==> src/rtl/fir_pkg.sv <==
// fir_pkg: shared defaults and the controller state type for the
// time-multiplexed FIR MAC scheduler.
package fir_pkg;

  localparam int NTAPS_DEF   = 15;  // filter taps
  localparam int AW_DEF      = 4;   // $clog2(NTAPS_DEF)
  localparam int MAC_LAT_DEF = 2;   // address issue -> product accumulated

  typedef enum logic [2:0] {
    CLR,    // zero-filling sample history after reset
    IDLE,   // waiting for a sample or a host request
    CFG,    // host owns the coefficient RAM
    RUN,    // issuing one tap per cycle
    DRAIN,  // waiting for the MAC pipeline to empty
    HOLD    // presenting the result
  } state_e;

endpackage

==> src/rtl/fir_addr_gen.sv <==
// fir_addr_gen: sample-ring address generation.
//   clk, reset  - clock, synchronous active-low reset
//   accept_i    - a sample is written at wptr_o this cycle
//   k_i         - current tap index during RUN
//   wptr_o      - ring write pointer (next free slot)
//   raddr_o     - (newest - k_i) mod NTAPS
module fir_addr_gen
  import fir_pkg::*;
#(
  parameter int NTAPS = NTAPS_DEF,
  parameter int AW    = AW_DEF
) (
  input  logic          clk,
  input  logic          reset,
  input  logic          accept_i,
  input  logic [AW-1:0] k_i,
  output logic [AW-1:0] wptr_o,
  output logic [AW-1:0] raddr_o
);

  localparam logic [AW-1:0] LAST_IDX = AW'(NTAPS - 1);
  localparam logic [AW-1:0] NT_A     = AW'(NTAPS);

  logic [AW-1:0] wptr_q, wptr_d;
  logic [AW-1:0] newest_q, newest_d;

  always_comb begin
    wptr_d   = wptr_q;
    newest_d = newest_q;
    if (accept_i) begin
      newest_d = wptr_q;
      wptr_d   = (wptr_q == LAST_IDX) ? '0 : wptr_q + 1'b1;
    end
  end

  always_ff @(posedge clk) begin
    if (!reset) begin
      wptr_q   <= '0;
      newest_q <= '0;
    end else begin
      wptr_q   <= wptr_d;
      newest_q <= newest_d;
    end
  end

  // Wrap case: newest + NTAPS - k is below NTAPS, so AW-bit modular
  // arithmetic yields it exactly even when NTAPS == 2**AW.
  always_comb begin
    raddr_o = '0;
    if (newest_q >= k_i) raddr_o = newest_q - k_i;
    else                 raddr_o = newest_q + NT_A - k_i;
  end

  assign wptr_o = wptr_q;

endmodule

==> src/rtl/fir_mac_sched.sv <==
// fir_mac_sched: controller for a shared-MAC FIR engine.
//   s_valid/s_ready           - input sample handshake
//   smp_we/wsel/waddr/raddr   - sample ring RAM control (wsel=1 writes zero)
//   coef_raddr                - coefficient read address during RUN
//   mac_en/mac_clr            - tap valid / first tap (datapath delays by MAC_LAT)
//   m_valid/m_ready           - result handshake
//   cfg_req/gnt/we/addr       - host coefficient port
//   coef_we/coef_waddr        - coefficient RAM write
//   cfg_err                   - out-of-range host write
//   busy                      - state != IDLE
module fir_mac_sched
  import fir_pkg::*;
#(
  parameter int NTAPS   = NTAPS_DEF,
  parameter int AW      = AW_DEF,
  parameter int MAC_LAT = MAC_LAT_DEF
) (
  input  logic          clk,
  input  logic          reset,
  input  logic          s_valid,
  output logic          s_ready,
  output logic          smp_we,
  output logic          smp_wsel,
  output logic [AW-1:0] smp_waddr,
  output logic [AW-1:0] smp_raddr,
  output logic [AW-1:0] coef_raddr,
  output logic          mac_en,
  output logic          mac_clr,
  output logic          m_valid,
  input  logic          m_ready,
  input  logic          cfg_req,
  output logic          cfg_gnt,
  input  logic          cfg_we,
  input  logic [AW-1:0] cfg_addr,
  output logic          coef_we,
  output logic [AW-1:0] coef_waddr,
  output logic          cfg_err,
  output logic          busy
);

  localparam logic [AW-1:0] LAST_TAP   = AW'(NTAPS - 1);
  localparam logic [AW-1:0] DRAIN_LAST = AW'(MAC_LAT - 1);

  state_e        state_q, state_d;
  logic [AW-1:0] cnt_q, cnt_d;     // clear index, tap index k, drain count
  logic          active_q;         // low while reset is held: outputs forced 0
  logic          accept;
  logic          addr_ok;
  logic [AW-1:0] wptr, rd_addr;

  assign addr_ok = ({1'b0, cfg_addr} < (AW+1)'(NTAPS));

  fir_addr_gen #(
    .NTAPS (NTAPS),
    .AW    (AW)
  ) u_addr (
    .clk      (clk),
    .reset    (reset),
    .accept_i (accept),
    .k_i      (cnt_q),
    .wptr_o   (wptr),
    .raddr_o  (rd_addr)
  );

  always_ff @(posedge clk) begin
    if (!reset) begin
      state_q  <= CLR;
      cnt_q    <= '0;
      active_q <= 1'b0;
    end else begin
      state_q  <= state_d;
      cnt_q    <= cnt_d;
      active_q <= 1'b1;
    end
  end

  always_comb begin
    state_d    = state_q;
    cnt_d      = cnt_q;
    accept     = 1'b0;
    s_ready    = 1'b0;
    smp_we     = 1'b0;
    smp_wsel   = 1'b0;
    smp_waddr  = '0;
    smp_raddr  = '0;
    coef_raddr = '0;
    mac_en     = 1'b0;
    mac_clr    = 1'b0;
    m_valid    = 1'b0;
    cfg_gnt    = 1'b0;
    coef_we    = 1'b0;
    coef_waddr = '0;
    cfg_err    = 1'b0;
    busy       = 1'b0;
    if (active_q) begin
      busy = (state_q != IDLE);
      unique case (state_q)
        CLR: begin
          smp_we    = 1'b1;
          smp_wsel  = 1'b1;
          smp_waddr = cnt_q;
          if (cnt_q == LAST_TAP) begin
            cnt_d   = '0;
            state_d = IDLE;
          end else begin
            cnt_d = cnt_q + 1'b1;
          end
        end
        IDLE: begin
          s_ready = 1'b1;
          if (s_valid) begin
            accept    = 1'b1;
            smp_we    = 1'b1;
            smp_waddr = wptr;
            cnt_d     = '0;
            state_d   = RUN;
          end else if (cfg_req) begin
            // Grant is combinational on the request, so the host owns the
            // RAM from the first IDLE cycle that no sample competes with it.
            cfg_gnt    = 1'b1;
            coef_waddr = cfg_addr;
            coef_we    = cfg_we & addr_ok;
            cfg_err    = cfg_we & ~addr_ok;
            state_d    = CFG;
          end
        end
        CFG: begin
          cfg_gnt    = cfg_req;
          coef_waddr = cfg_addr;
          coef_we    = cfg_req & cfg_we & addr_ok;
          cfg_err    = cfg_req & cfg_we & ~addr_ok;
          if (!cfg_req) state_d = IDLE;
        end
        RUN: begin
          mac_en     = 1'b1;
          mac_clr    = (cnt_q == '0);
          coef_raddr = cnt_q;
          smp_raddr  = rd_addr;
          if (cnt_q == LAST_TAP) begin
            cnt_d   = '0;
            state_d = DRAIN;
          end else begin
            cnt_d = cnt_q + 1'b1;
          end
        end
        DRAIN: begin
          if (cnt_q == DRAIN_LAST) begin
            cnt_d   = '0;
            state_d = HOLD;
          end else begin
            cnt_d = cnt_q + 1'b1;
          end
        end
        HOLD: begin
          m_valid = 1'b1;
          if (m_ready) state_d = IDLE;
        end
        default: state_d = CLR;
      endcase
    end
  end

endmodule
==> config.mk <==
export PLATFORM = sky130hd
export DESIGN_NAME = fir_mac_sched
export DESIGN_NICKNAME = d
export VERILOG_FILES = /design/src/rtl/fir_pkg.sv /design/src/rtl/fir_addr_gen.sv /design/src/rtl/fir_mac_sched.sv
export SDC_FILE = /design/constraint.sdc
export NUM_CORES = 1
export LEC_CHECK = 0
export ABC_CLOCK_PERIOD_IN_PS = 4200
export CAP_MARGIN = 20
export CORE_MARGIN = 3
export CORE_UTILIZATION = 25
export DETAILED_ROUTE_END_ITERATION = 16
export SYNTH_ARGS = -nofsm -noshare
export SYNTH_HDL_FRONTEND = slang
export SYNTH_SLANG_ARGS = --single-unit
==> constraint.sdc <==
create_clock -name clk -period 4.2 [get_ports clk]
set_clock_uncertainty 0.05 [all_clocks]
set_input_delay 0.84 -clock clk [delete_from_list [all_inputs] [get_ports clk]]
set_output_delay 0.84 -clock clk [all_outputs]
set_load 0.01 [all_outputs]
### Cell classes on the final placement, run 1

Scale: 4 px per um. Fill, decap, tap and diode cells in grey.
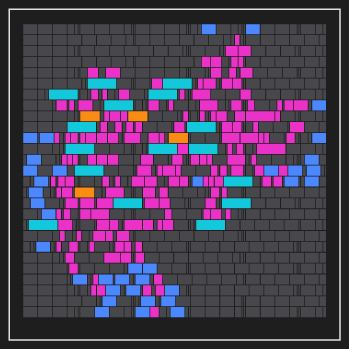
colour	class	cells
cyan	registers	16
orange	clock drivers and dummy loads	4
blue	remaining buffers and delay cells	36
magenta	remaining logic cells	159
row count: 27
Core ar.: 5570 um2
fin area: 1880 um2
sequential share of cell area: 17.0%

### Clock wiring as the flow saved it, run 1

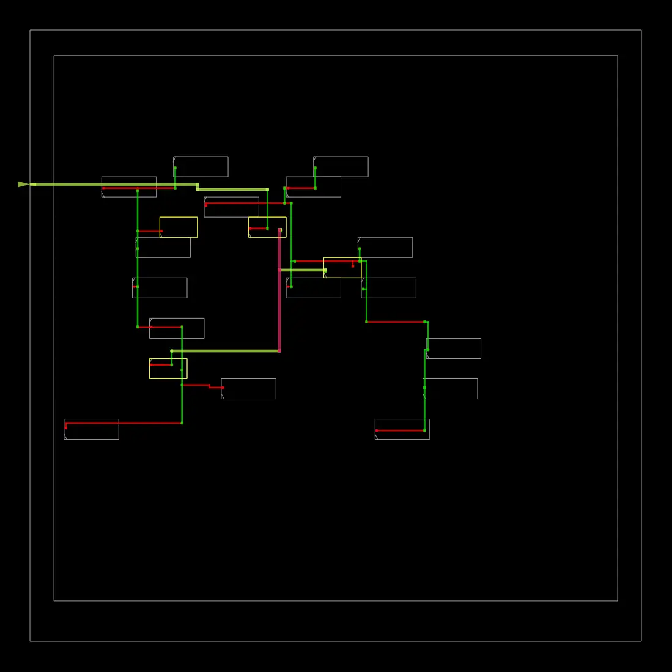
Clock Sinks: 16
clock buf count: 4
sequential cell count: 16

==> ci_impl_report.md, run 1 <==
### Flow metrics

| Metric | Value |
|---|---|
| Detail Route met3 WL | 180 um |
| Post-CTS setup buffers | 0 |
| CP cell instances | ha_1 > inv_1 > fa_1 > a21o_1 > a2111oi_0 > o311ai_0 > o41ai_1 > clkdlybuf4s50_1 |
| Global Route Usage Sum | 10.9% |
| Bufs and invs on worst path | 2 |
| Sw Share | 24.6% |
| LEAKAGE | 0.641 nW |
| Synth top area cells | dfxtp_1, nand2_1, ha_1, and2_1, nand3_1 |
| Sequential Power | 160 uW |
| FF+latch area | 320 um2 |
| Slew Viols, Final | 0 |
| # hold bufs at CTS | 0 |
| Main flop type | dfxtp_1 |
| Initial antenna violation count | 0 |
| Met1 usage | 15.3% |
| Total overflow reported by the global router | 0 |
| Comb power | 48.1 uW |
| Hold path cells | 2 |
| Cell Type Count | 54 |
| Reg-to-Reg Start | state_q[0]$_SDFFE_PN0P_ |
| Via density | 4.98 |
| Gate Area | 1010 um2 |
| Top non-seq family | simple AND/OR/NAND/NOR gates |
| Finished Layout Cells | 287 |
| Final #Nets | 233 |
| Setup total negative slack | 0 ns |
| Status | complete, no violations |
| DIE AREA | 6780 um2 |
| Post-Synth Simple-Gate Area | 34.0% |
### M2 wires, run 1

Scale: 4 px per um.
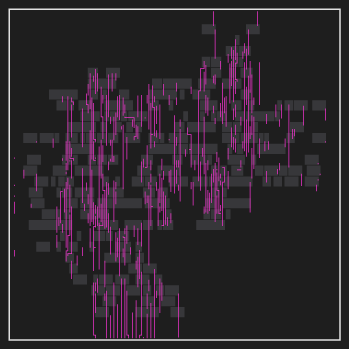
nets with wire on the layer	174
share of all routed wire	44%
longest straight run	23.8 um
wire length on this layer	1580 um
final WL: 3550 um
Via Count: 1429
GR Util met2: 17.2%

### Pin placement, run 1

Scale: 3 px per um. Pins as bars across the die edge, other pins in grey.
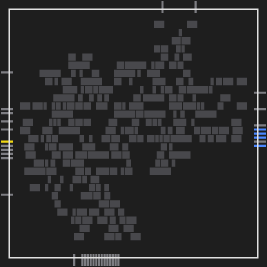
colour	port	pins	direction	edge
yellow	smp_wsel	1	output	west
blue	coef_raddr	4	output	east
all pins by edge	15 south, 11 west, 8 east, 2 north
Die Y: 82.3 um
Die X: 82.3 um
# port buffers: 35

[run 1: state kept, by name (all words and copies together) (netlist names)]
name,flops
active_q,1
cnt_q,4
state_q,3
u_addr.newest_q,4
u_addr.wptr_o,4
[run 1: cells by family after synthesis]
group / count (synthesis)
xor gates and xnor gates: 1
buffers and inverters: 27
muxes: 3
AOI/OAI and AO/OA: 50
DFF: 16
and+or+nand+nor: 86
adders and majority gates: 7
[run 1: final cells by class]
| cell class | count | share of cell area, % |
|---|---|---|
| multi-input cells | 147 | 53.8 |
| inverters | 12 | 2.40 |
| clock buffers | 4 | 2.93 |
| well taps | 72 | 4.79 |
| flip-flops and latches | 16 | 17.0 |
| repair buffers | 36 | 19.0 |
### Clock wires, drivers and flops, run 1

Scale: 6 px per um.
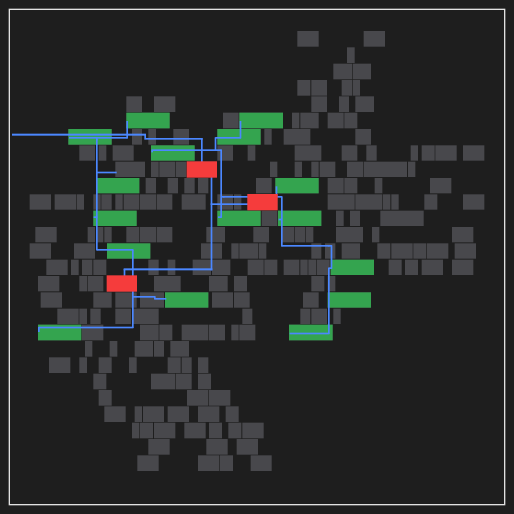

==> run 1 -> run 2 <==
Settings changed: PLACE_DENSITY set to 0.47.
### Clock wires, drivers and flops, run 2

Scale: 6 px per um.
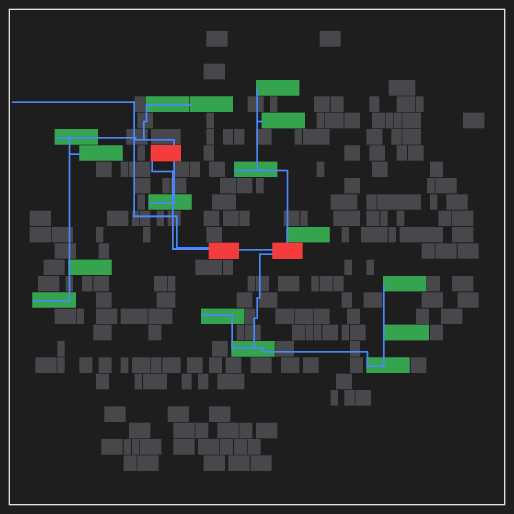
[red] clock-net drivers | count: 3
[blue] clock wires | length: 290 um
[green] flip-flops | count: 16
routed clock nets	4
Late-Pin Clk Latency: 0.25 ns
clock network power share: 40.0%

### M2 wires, run 2

Scale: 4 px per um.
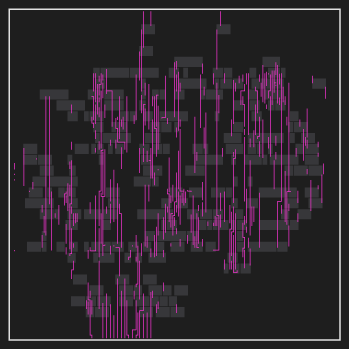
main direction	vertical
longest straight run	34.7 um
share of all routed wire	46%
GR Util met2: 19.5%
Via Count: 1428
final WL: 3870 um

==> ci_impl_report.md, run 2 <==
### Flow metrics

| Metric | Value |
|---|---|
| Status | complete, no violations |
| Clock Sinks | 16 (unchanged) |
| Finished Layout Cells | 290 (+1.0%) |
| Setup total negative slack | 0 ns (unchanged) |
| Largest cell class | multi-input combinational cells |
| Gate Area | 1010 um2 (unchanged) |
| Met1 usage | 16.6% (+1.3 points) |
| Cell Type Count | 54 (unchanged) |
| Post-CTS setup buffers | 0 (unchanged) |
| Number of logic gates | 147 (unchanged) |
| Row count | 27 (unchanged) |
| Initial antenna violation count | 0 (unchanged) |
| Final non-clock buffer share | 20.0% (+0.95 points) |
| FF+latch area | 322 um2 (+0.39%) |
| Synth top area cells | dfxtp_1, nand2_1, ha_1, and2_1, nand3_1 |
| DIE AREA | 6780 um2 (unchanged) |
| Combinational fraction of the cell area | 53.2% (-0.67 points) |
| Global Route Usage Sum | 12.2% (+1.3 points) |
| Sequential cell count | 16 (unchanged) |
| Final #Nets | 236 (+1.3%) |
| # hold bufs at CTS | 0 (unchanged) |
| Comb power | 48.7 uW (+1%) |
| Sequential Power | 161 uW (about the same) |
### Cell classes on the final placement, run 2

Scale: 4 px per um. Fill, decap, tap and diode cells in grey.
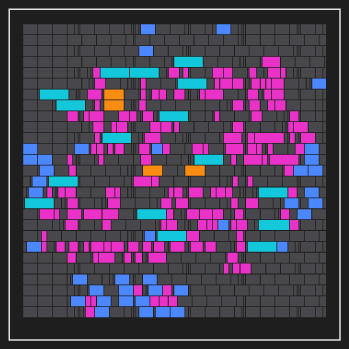
colour	class	cells
magenta	remaining logic cells	159
blue	remaining buffers and delay cells	39
orange	clock drivers and dummy loads	4
cyan	registers	16
sequential share of cell area: 16.9%
fin area: 1900 um2
post-layout utilization of the core: 34.2%

[run 2: cell types whose count changed in the layout (fill, tap and decap cells not counted)]
cell / previous run / this run
buf_4: 1 / 4
dfxtp_2: 0 / 1
dfxtp_1: 16 / 15
[run 2: logic make-up (layout without fill, tap and decap cells)]
group / Yosys count / count (layout)
multiplexers: 3 / 3
adder cells (fa/ha/maj): 7 / 7
AND/OR/NAND/NOR: 86 / 86
XOR/XNOR: 1 / 1
flip-flops: 16 / 16
AND-OR/OR-AND: 50 / 50
buffers and inverters: 27 / 55
[run 2: critical path, cell delays in order (launching register included)]
cell and delay, ns:
dfxtp_1 0.53, inv_1 0.18, fa_1 0.46, a21o_1 0.20, a2111oi_0 0.52, o311ai_0 0.21
o41ai_1 0.11, clkdlybuf4s50_1 0.60
Power figures rest on the tool's default switching activity, not on a simulated workload.
